==> src/rtl/mdv_block_parser.sv <==
// Microdrive block parser: splits the replayed byte stream into sector-header and
// data-block records, verifies QL checksums and publishes sector/file/block numbers.
module mdv_block_parser #(
  parameter int unsigned NAME_LEN  = 10,
  parameter int unsigned DATA_LEN  = 512,
  parameter logic [15:0] CSUM_INIT = 16'h0F0F
) (
  input  logic       mdv_clk,
  input  logic       reset,
  input  logic       gap,
  input  logic       rx_ready,
  input  logic [7:0] din,
  output logic [7:0] sector,
  output logic       sector_valid,
  output logic [7:0] file_num,
  output logic [7:0] block_num,
  output logic       hdr_done,
  output logic       blk_done,
  output logic       csum_ok,
  output logic [9:0] byte_idx,
  output logic       in_data
);

  typedef enum logic [2:0] {
    StWaitGap,
    StGap,
    StFirst,
    StHdr,
    StBhdr,
    StData
  } state_e;

  localparam logic [9:0] HdrLoIdx = 10'(NAME_LEN + 2);
  localparam logic [9:0] HdrHiIdx = 10'(NAME_LEN + 3);
  localparam logic [9:0] DataLast = 10'(DATA_LEN - 1);
  localparam logic [9:0] DataLoIdx = 10'(DATA_LEN);
  localparam logic [9:0] DataHiIdx = 10'(DATA_LEN + 1);

  state_e      r_state;
  logic [15:0] r_acc;
  logic [7:0]  r_lo;
  logic [7:0]  r_tmp_a;
  logic [7:0]  r_tmp_b;
  logic [7:0]  r_sector;
  logic        r_sector_valid;
  logic [7:0]  r_file_num;
  logic [7:0]  r_block_num;
  logic        r_hdr_done;
  logic        r_blk_done;
  logic        r_csum_ok;
  logic [9:0]  r_byte_idx;
  logic        r_in_data;

  logic        w_accept;
  logic        w_in_record;
  logic [15:0] w_acc_sum;
  logic        w_match;

  // gap beats rx_ready when both arrive together
  assign w_accept    = rx_ready & ~gap;
  assign w_in_record = (r_state == StFirst) || (r_state == StHdr) ||
                       (r_state == StBhdr) || (r_state == StData);
  assign w_acc_sum   = r_acc + {8'h00, din};
  assign w_match     = ({din, r_lo} == r_acc);

  always_ff @(posedge mdv_clk or posedge reset) begin
    if (reset) begin
      r_state        <= StWaitGap;
      r_acc          <= 16'h0000;
      r_lo           <= 8'h00;
      r_tmp_a        <= 8'h00;
      r_tmp_b        <= 8'h00;
      r_sector       <= 8'h00;
      r_sector_valid <= 1'b0;
      r_file_num     <= 8'h00;
      r_block_num    <= 8'h00;
      r_hdr_done     <= 1'b0;
      r_blk_done     <= 1'b0;
      r_csum_ok      <= 1'b0;
      r_byte_idx     <= 10'd0;
      r_in_data      <= 1'b0;
    end else begin
      r_hdr_done <= 1'b0;
      r_blk_done <= 1'b0;
      if (gap && w_in_record) begin
        // Aborted record: no pulse, published values stay as they were
        r_state   <= StGap;
        r_in_data <= 1'b0;
      end else begin
        case (r_state)
          StWaitGap: begin
            if (gap) r_state <= StGap;
          end
          StGap: begin
            if (!gap) begin
              r_state    <= StFirst;
              r_acc      <= CSUM_INIT;
              r_byte_idx <= 10'd0;
            end
          end
          StFirst: begin
            if (w_accept) begin
              r_acc      <= w_acc_sum;
              r_byte_idx <= 10'd1;
              if (din == 8'hFF) begin
                r_state <= StHdr;
              end else begin
                r_tmp_a <= din;
                r_state <= StBhdr;
              end
            end
          end
          StHdr: begin
            if (w_accept) begin
              r_byte_idx <= r_byte_idx + 10'd1;
              if (r_byte_idx == 10'd1) begin
                r_tmp_b <= din;
                r_acc   <= w_acc_sum;
              end else if (r_byte_idx == HdrLoIdx) begin
                r_lo <= din;
              end else if (r_byte_idx == HdrHiIdx) begin
                r_hdr_done     <= 1'b1;
                r_csum_ok      <= w_match;
                r_sector_valid <= w_match;
                if (w_match) r_sector <= r_tmp_b;
                r_state <= StWaitGap;
              end else begin
                r_acc <= w_acc_sum;
              end
            end
          end
          StBhdr: begin
            if (w_accept) begin
              r_byte_idx <= r_byte_idx + 10'd1;
              if (r_byte_idx == 10'd1) begin
                r_tmp_b <= din;
                r_acc   <= w_acc_sum;
              end else if (r_byte_idx == 10'd2) begin
                r_lo <= din;
              end else begin
                if (w_match) begin
                  r_file_num  <= r_tmp_a;
                  r_block_num <= r_tmp_b;
                  r_acc       <= CSUM_INIT;
                  r_byte_idx  <= 10'd0;
                  r_in_data   <= 1'b1;
                  r_state     <= StData;
                end else begin
                  r_blk_done <= 1'b1;
                  r_csum_ok  <= 1'b0;
                  r_state    <= StWaitGap;
                end
              end
            end
          end
          StData: begin
            if (w_accept) begin
              r_byte_idx <= r_byte_idx + 10'd1;
              if (r_byte_idx < DataLoIdx) begin
                r_acc <= w_acc_sum;
                if (r_byte_idx == DataLast) r_in_data <= 1'b0;
              end else if (r_byte_idx == DataLoIdx) begin
                r_lo <= din;
              end else if (r_byte_idx == DataHiIdx) begin
                r_blk_done <= 1'b1;
                r_csum_ok  <= w_match;
                r_state    <= StWaitGap;
              end
            end
          end
          default: r_state <= StWaitGap;
        endcase
      end
    end
  end

  assign sector       = r_sector;
  assign sector_valid = r_sector_valid;
  assign file_num     = r_file_num;
  assign block_num    = r_block_num;
  assign hdr_done     = r_hdr_done;
  assign blk_done     = r_blk_done;
  assign csum_ok      = r_csum_ok;
  assign byte_idx     = r_byte_idx;
  assign in_data      = r_in_data;

endmodule

==> config.mk <==
export PLATFORM = sky130hd
export DESIGN_NAME = mdv_block_parser
export DESIGN_NICKNAME = d
export VERILOG_FILES = /design/src/rtl/mdv_block_parser.sv
export SDC_FILE = /design/constraint.sdc
export NUM_CORES = 1
export LEC_CHECK = 0
export ABC_CLOCK_PERIOD_IN_PS = 3000
export CORE_AREA = 2 2 125 127
export CTS_BUF_LIST = sky130_fd_sc_hd__clkbuf_2 sky130_fd_sc_hd__clkbuf_4 sky130_fd_sc_hd__clkbuf_8
export CTS_CLUSTER_DIAMETER = 100
export DETAILED_ROUTE_END_ITERATION = 10
export DIE_AREA = 0 0 127 129
export GPL_TIMING_DRIVEN = 0
export MAX_ROUTING_LAYER = met4
export SYNTH_ARGS = -nofsm -noshare
export SYNTH_HDL_FRONTEND = slang
export SYNTH_SLANG_ARGS = --single-unit
==> constraint.sdc <==
create_clock -name mdv_clk -period 3 [get_ports mdv_clk]
set_input_delay 0.9 -clock mdv_clk [delete_from_list [all_inputs] [get_ports mdv_clk]]
set_output_delay 0.9 -clock mdv_clk [all_outputs]
set_load 0.02 [all_outputs]
Run 1, wires at chosen ports, followed through buffers:
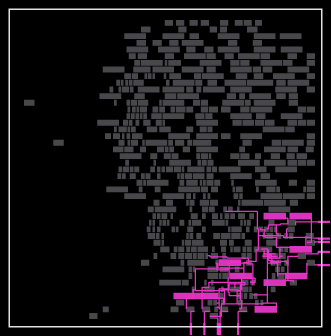
[magenta] byte_idx | bits: 10 | direction: output | end cells: 10 | buffers: 10 | wire: 588 µm

Run 1, logic cells by family:
The bar under the picture is 50 µm long.
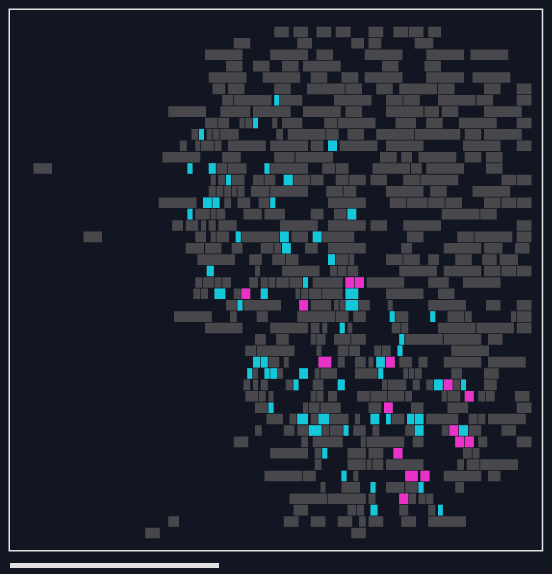
[magenta] and/or cells | cells: 16
[cyan] nand cells | cells: 60
multi-input gate share of total cell area: 41.9%
most numerous logic cell after layout: dfrtp_1
final cell count without fillers: 676

Run 1, cell area per tile:
The die is cut into 13 by 13 equal tiles; black is low, pale yellow is high, 0 to 100% covered.
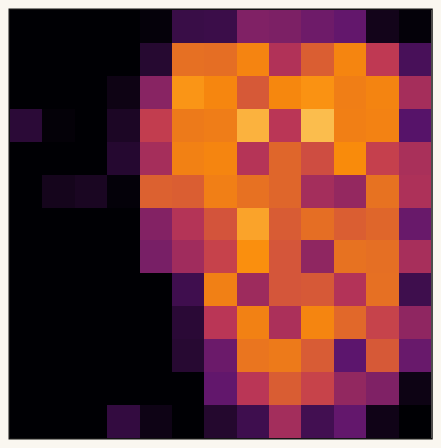
nearly empty tiles: 32%
emptiest ninth of the die: bottom left
tiles over 75% full: 3.6%
FP Util: 29.7%
Final Core Density: 36.7%
core box area: 15000 µm²

run 1: synthesized netlist by cell type (all sizes together), types with 3 or more instances:
master and number:
xnor2 18, a31oi 4, and3 7, clkbuf 11
and2 6, o21ai 29, o31ai 8, nor2b 12
nor3 7, nand2 29, xor2 4, a21o 4
nand2b 5, dfrtp 82, a221oi 3, nand3 11
buf 5, nand3b 3, inv 8, nand4 10
ha 12, nor2 22, mux2 49, a21oi 20
o211ai 6, a22o 7, o22a 3
run 1: repair_timing:
| action | 4_1_cts | 5_1_grt |
|---|---|---|
| pin swaps | 2 | 2 |
| setup buffers | 3 | 2 |
| endpoints found under the hold margin | 0 | 0 |
| gates resized | 3 | 9 |
| endpoints found under the setup margin | 46 | 34 |
run 1: cells by family (layout without fill, tap and decap cells):
kind of cell / Yosys count / in the layout
xor gates and xnor gates: 22 / 22
and+or+nand+nor: 122 / 122
AOI/OAI and AO/OA: 103 / 103
adders and majority gates: 13 / 13
DFF: 82 / 82
buffers and inverters: 24 / 97
muxes: 49 / 49
run 1: per-stage QoR:
stage | hold WS, ns | worst slack, ns
after floorplan | 0.459 | 0.297
after global placement | 0.468 | -0.827
after detailed placement | 0.477 | -0.819
after CTS | 0.498 | 0.00517
after global routing | 0.518 | 0.0240
final | 0.490 | 0.136
run 1: critical path, delay by kind of cell:
kind	cells	cell delay (ns)
compound gates	5	1.06
fa+ha+maj	2	0.67
buf+inv	1	0.32
simple gates	1	0.16
run 1: layer usage:
layer  routed length (µm)  vias to the layer above
met5                    0                        -
met4                  109                        0
met3                  412                       10
met2                 5250                       80
met1                 5100                     1821
li1                     -                     1670
run 1: flip-flops by register name (all words and copies together), names as in the netlist, 3 cells and up:
register	cells
r_tmp_b	8
byte_idx	10
r_acc	16
file_num	8
sector	8
r_state	3
r_tmp_a	8
block_num	8
r_lo	8
run 1: power groups by stage:
stage	clock network [W]	registers (W)	logic, W
floorplan	0	0.00177	0.00133
global placement	0	0.00170	0.00193
detailed placement	0	0.00172	0.00199
CTS	0.000880	0.00170	0.00201
global route	0.000940	0.00175	0.00224
finish	0.000864	0.00170	0.00202
run 1: worst max path at each step:
| stage | from | to | slack (ns) |
|---|---|---|---|
| after floorplan | din[0] | r_acc[10]$_DFFE_PP0P_ | 0.30 |
| after global placement | din[2] | file_num[0]$_DFFE_PP0P_ | -0.83 |
| final | din[0] | r_acc[10]$_DFFE_PP0P_ | 0.14 |
| after global routing | din[0] | r_acc[10]$_DFFE_PP0P_ | 0.02 |
| after CTS | din[5] | byte_idx[0]$_DFFE_PP0P_ | 0.005 |
| after detailed placement | din[2] | block_num[2]$_DFFE_PP0P_ | -0.82 |
run 1: layout make-up:
| class | instances | area (µm²) | area share, % |
|---|---|---|---|
| buffer | 16 | 68.8 | 1.25 |
| clock buffer | 10 | 138 | 2.51 |
| inverter | 8 | 33.8 | 0.615 |
| sequential | 82 | 2050 | 37.4 |
| timing repair buffer | 57 | 587 | 10.7 |
| multi-input combinational | 309 | 2300 | 41.9 |
| clock inverter | 6 | 73.8 | 1.34 |
| tap | 188 | 235 | 4.28 |
==> metrics.csv, run 1 <==
metric,value,unit
outcome,finished clean,
n_fill_cell,1465,
floorplan.nets,440,
max-vdd-ir-drop,0.321,mV
powerDensity,836,nW/µm²
antenna_cells,0,
slew_headroom,27.2,%
total_leakage_power,2.37,nW
hp-class,reg2reg,
clock-sinks,82,
power_frac_clock,18.8,%
warnings,29,
grt_use_met3,3.20,%
ys_sh_adder,3.83,%
grt_max_degree,42,
avgSynthCellArea,10.7,µm²
cts_buffer_depth,2,
grt_pass1_vias,3599,
drtAntennaViolNets,0,
drive_above_1_share,16.6,%
crit_required,3.25,ns
ys_sh_simple,15.1,%
grt.total_usage,14.4,%
synth_cell_types,55,
dp_hpwl,7.82,mm
final-hold-violation-count,0,
cell_internal_pwr,0.00277,W
combPwrFrac,44.1,%
stdcell_area,5490,µm²
wire_per_inst,16.1,µm
initialDrtViolationCount,330,
fin_skew,0.0112,ns
slew_viol_final,0,
routed_via_density,5.30,
num_rows,45,
start_kind,primary input,
fmax,349,MHz
drt-total-wl,10.9,mm
grt_first_pass_wirelength,18.3,mm
mostFrequentLayoutCells,"82 x dfrtp_1, 42 x clkdlybuf4s50_1, 39 x mux2_2",
r2r_slack,0.41,ns
Run 1, cell outlines without signal wires:
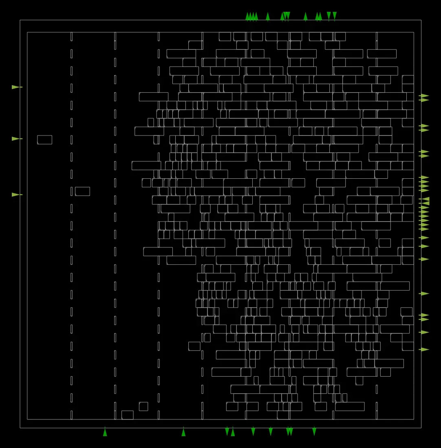

==> run 2, diff against run 1 <==
--- a/config.mk
+++ b/config.mk
@@ -13,6 +13,7 @@
 export DIE_AREA = 0 0 127 129
 export GPL_TIMING_DRIVEN = 0
 export MAX_ROUTING_LAYER = met4
+export SKIP_CTS_REPAIR_TIMING = 1
 export SYNTH_ARGS = -nofsm -noshare
 export SYNTH_HDL_FRONTEND = slang
 export SYNTH_SLANG_ARGS = --single-unit
Run 2, cell outlines without signal wires:
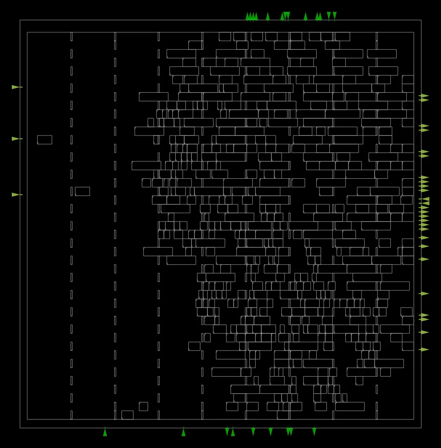
Seq/total area: 37.5%
final cell count without fillers: 673

Run 2, the metal 3 layer:
The bar under the picture is 50 µm long.
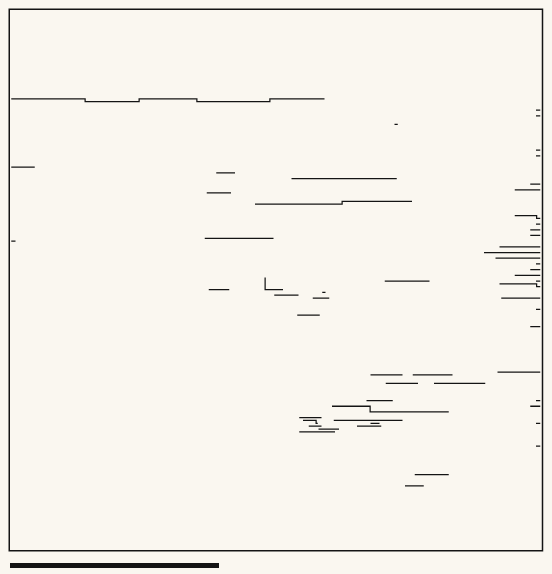
longest straight run: 24.8 µm
main direction: horizontal
nets with wire on the layer: 51
share of all routed wire: 4.1%
wire length on this layer: 439 µm

==> metrics.csv, run 2 <==
metric,value,unit,change
max-vdd-ir-drop,0.324,mV,+0.95%
total_leakage_power,2.37,nW,+0.31%
worst_slack,0.144,ns,+0.00796 ns
flop_area,2050,µm²,unchanged
fp_util,29.7,%,unchanged
routed_via_density,5.30,,about the same
grt_pass1_vias,3582,,-0.47%
powerDensity,836,nW/µm²,about the same
whs,0.490,ns,+0.000579 ns
outcome,finished clean,,
regMostFlops,r_acc,,
endpoint,r_acc[10]$_DFFE_PP0P_,,
grt.total_usage,14.3,%,-0.064 points
wire_per_inst,16.1,µm,+0.27%
synth_top_cell_by_count,dfrtp_1,,
drt-total-wl,10.9,mm,-0.17%
final_layout_top_logic_cell,dfrtp_1,,
n_fill_cell,1470,,+0.34%
crit_required,3.26,ns,about the same
fin_skew,0.0107,ns,-0.000496 ns
[run 2: netlist changes by cell type in the layout (fill, tap and decap cells not counted), sizes merged]
cell,before,now
buf,12,9
dlygate4sd2,3,0
dlymetal6s2s,5,8
[run 2: layout make-up]
type	instances	share of cell area (%)
inverter	8	0.617
tap	188	4.29
sequential	82	37.5
clock buffer	10	2.51
clock inverter	6	1.35
timing repair buffer	54	10.5
buffer	16	1.26
multi-input combinational	309	42.0
[run 2: worst min-delay path by stage]
stage	to	slack (ns)	depth (start not counted)
finish	block_num[1]$_DFFE_PP0P_	0.49	1
global route	block_num[6]$_DFFE_PP0P_	0.52	1
CTS	block_num[1]$_DFFE_PP0P_	0.50	1
detailed placement	block_num[1]$_DFFE_PP0P_	0.48	1
floorplan	file_num[0]$_DFFE_PP0P_	0.46	1
global placement	block_num[5]$_DFFE_PP0P_	0.47	1
[run 2: cells by family (layout without fill, tap and decap cells)]
group | count (synthesis) | after routing | share of synthesized area [%]
muxes | 49 | 49 | 12.4
buffers and inverters | 24 | 94 | 2.22
DFF | 82 | 82 | 46.2
AOI/OAI and AO/OA | 103 | 103 | 15.9
and+or+nand+nor | 122 | 122 | 15.1
adders and majority gates | 13 | 13 | 3.83
xor gates and xnor gates | 22 | 22 | 4.34
[run 2: where the power goes]
| part | switching (W) | internal [W] | total (W) |
|---|---|---|---|
| clock network | 0.000448 | 0.000417 | 0.000865 |
| registers | 0.000267 | 0.00143 | 0.00170 |
| logic | 0.00110 | 0.000911 | 0.00201 |
[run 2: routing by layer]
metal | up-vias | part of all wire, % | GRT usage (%) | routed length, µm
li1 | 1666 | - | - | -
met1 | 1802 | 46 | 17.9 | 5040
met2 | 88 | 48 | 23.6 | 5260
met3 | 8 | 4.0 | 3.20 | 438
met4 | 0 | 1.1 | 3.81 | 114
met5 | - | 0 | - | 0
[run 2: metrics by stage]
| stage | setup TNS (ns) | std cells |
|---|---|---|
| 2_1_floorplan | 0 | 415 |
| 3_3_place_gp | -35.48 | 653 |
| 3_5_place_dp | -34.47 | 655 |
| 4_1_cts | -11.04 | 671 |
| 5_1_grt | 0 | 673 |
| 6_report | 0 | 673 |
==> run 3, diff against run 2 <==
--- a/config.mk
+++ b/config.mk
@@ -14,6 +14,7 @@
 export GPL_TIMING_DRIVEN = 0
 export MAX_ROUTING_LAYER = met4
 export SKIP_CTS_REPAIR_TIMING = 1
+export SLEW_MARGIN = 10
 export SYNTH_ARGS = -nofsm -noshare
 export SYNTH_HDL_FRONTEND = slang
 export SYNTH_SLANG_ARGS = --single-unit
==> metrics.csv, run 3 <==
metric,value,unit,change
outcome,finished clean,,
cts_max_level,3,,
fp_util,29.7,%,unchanged
grt_pass1_vias,3528,,-1.5%
synth_top_cell_by_count,dfrtp_1,,
whs_path_depth,1,,unchanged
cap_violations,0,,
cts_tree,done,,
n_fill_cell,1459,,-0.75%
period_used_share,96.3,%,
routed_via_density,5.22,,-1.4%
period_minus_slack,2.89,ns,
r2r_slack,0.40,ns,
max_stage_delay,0.52,ns,
nets,507,,
grt.total_usage,14.2,%,-0.081 points
drive_above_1_share,16.4,%,
final_layout_top_logic_cell,dfrtp_1,,
drt-total-wl,10.8,mm,-0.88%
crit_required,3.24,ns,-0.02 ns
vias,3524,,
worst_slack,0.110,ns,-0.0344 ns
initialDrtViolationCount,326,,
powerDensity,816,nW/µm²,-2.4%
min_to,block_num[5]$_DFFE_PP0P_,,
mostFrequentLayoutCells,"82 x dfrtp_1, 43 x clkdlybuf4s50_1, 39 x mux2_2",,
insertion_delay,0.35,ns,
port_buffers,50,,
drtAntennaViolNets,0,,
top_cells_by_count,"82 x dfrtp_1, 39 x mux2_2, 29 x nand2_1, 29 x o21ai_0, 21 x nor2_1",,
cpMaxStageDelayCell,o41a_1,,
fin_setup_tns,0,ns,unchanged
antenna_cells,0,,
final-hold-violation-count,0,,
yosysTopAreaCellShare,46.2,%,
fin_skew,0.0112,ns,+0.000478 ns
wire_per_inst,15.9,µm,-1.2%
total_leakage_power,2.36,nW,-0.65%
max-vdd-ir-drop,0.253,mV,-22%
grt_first_pass_wirelength,18.2,mm,
numCtsBuffers,9,,
die_y,129,µm,
regMostFlops,r_acc,,
area.growth.synth_to_final,23.0,%,
avgSynthCellArea,10.7,µm²,
largest_reg_flops,16,,
## run 3: layer usage
layer / global-route usage (%) / wire length (µm) / share of wire, % / up-vias
li1: - / - / - / 1668
met3: 2.66 / 410 / 3.8 / 7
met2: 23.5 / 5300 / 49 / 82
met4: 4.07 / 84 / 0.78 / 0
met1: 18.0 / 4970 / 46 / 1767
met5: - / 0 / 0 / -
## run 3: power breakdown
group	switching (W)	internal, W	leakage (nW)	total, W
clock network	0.000431	0.000320	0.0844	0.000751
registers	0.000263	0.00143	1.06	0.00170
logic	0.00109	0.000914	1.21	0.00201
## run 3: worst max-delay path by stage
stage / startpoint / to / depth (start not counted)
floorplan: din[0] / r_acc[10]$_DFFE_PP0P_ / 8
global placement: din[2] / file_num[0]$_DFFE_PP0P_ / 8
detailed placement: din[2] / block_num[2]$_DFFE_PP0P_ / 8
CTS: din[2] / block_num[4]$_DFFE_PP0P_ / 8
global route: din[4] / r_tmp_a[6]$_DFFE_PP0P_ / 4
finish: din[0] / r_acc[10]$_DFFE_PP0P_ / 9
## run 3: cell type report
cell class	count	area, µm²	share of cell area [%]
Buffer	16	68.8	1.26
Sequential cell	82	2050	37.6
Timing Repair Buffer	56	588	10.8
Clock inverter	6	51.3	0.939
Multi-Input combinational cell	309	2300	42.2
Clock buffer	10	131	2.40
Inverter	8	33.8	0.618
Tap cell	188	235	4.31
## run 3: stage by stage
step | instances | hold slack (ns) | instance area [µm²]
after global routing | 675 | 0.518 | 5460
after global placement | 653 | 0.468 | 5180
after CTS | 671 | 0.493 | 5410
final | 675 | 0.487 | 5460
after detailed placement | 655 | 0.474 | 5220
after floorplan | 415 | 0.459 | 4450
## run 3: kinds of logic after synthesis
logic type	Yosys count	share of synthesized area, %
simple gates	122	15.1
compound gates	103	15.9
flops	82	46.2
mux	49	12.4
buf+inv	24	2.22
xor+xnor	22	4.34
fa+ha+maj	13	3.83
## run 3: worst register-to-register path, stage by stage (launching register included)
cell      delay (ns)
dfrtp_1         0.45
inv_1           0.12
ha_1            0.15
clkbuf_1        0.27
nor2b_1         0.23
nand4_1         0.15
a221oi_1        0.47
nand2_1         0.16
nand2_1         0.14
mux2_2          0.34
Run 3, cell outlines without signal wires:
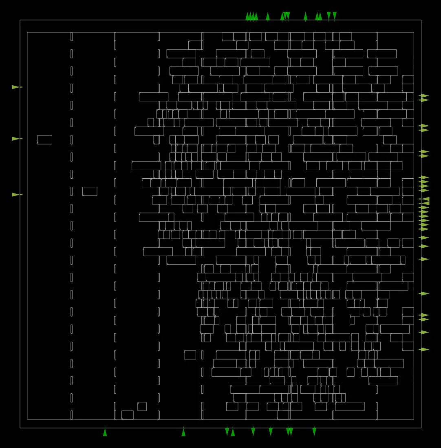
n_taps: 188
Final Core Density: 36.5%
Seq/total area: 37.6%
final cell count without fillers: 675

Run 3, cell area per tile:
The die is cut into 13 by 13 equal tiles; black is low, pale yellow is high, 0 to 100% covered.
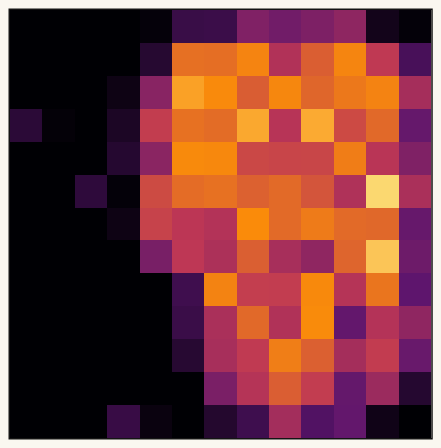
tiles over 75% full: 3.0%
fullest tile: 91%
nearly empty tiles: 32%
mean over tiles: 32%
emptiest ninth of the die: bottom left

Power figures rest on the tool's default switching activity, not on a simulated workload.
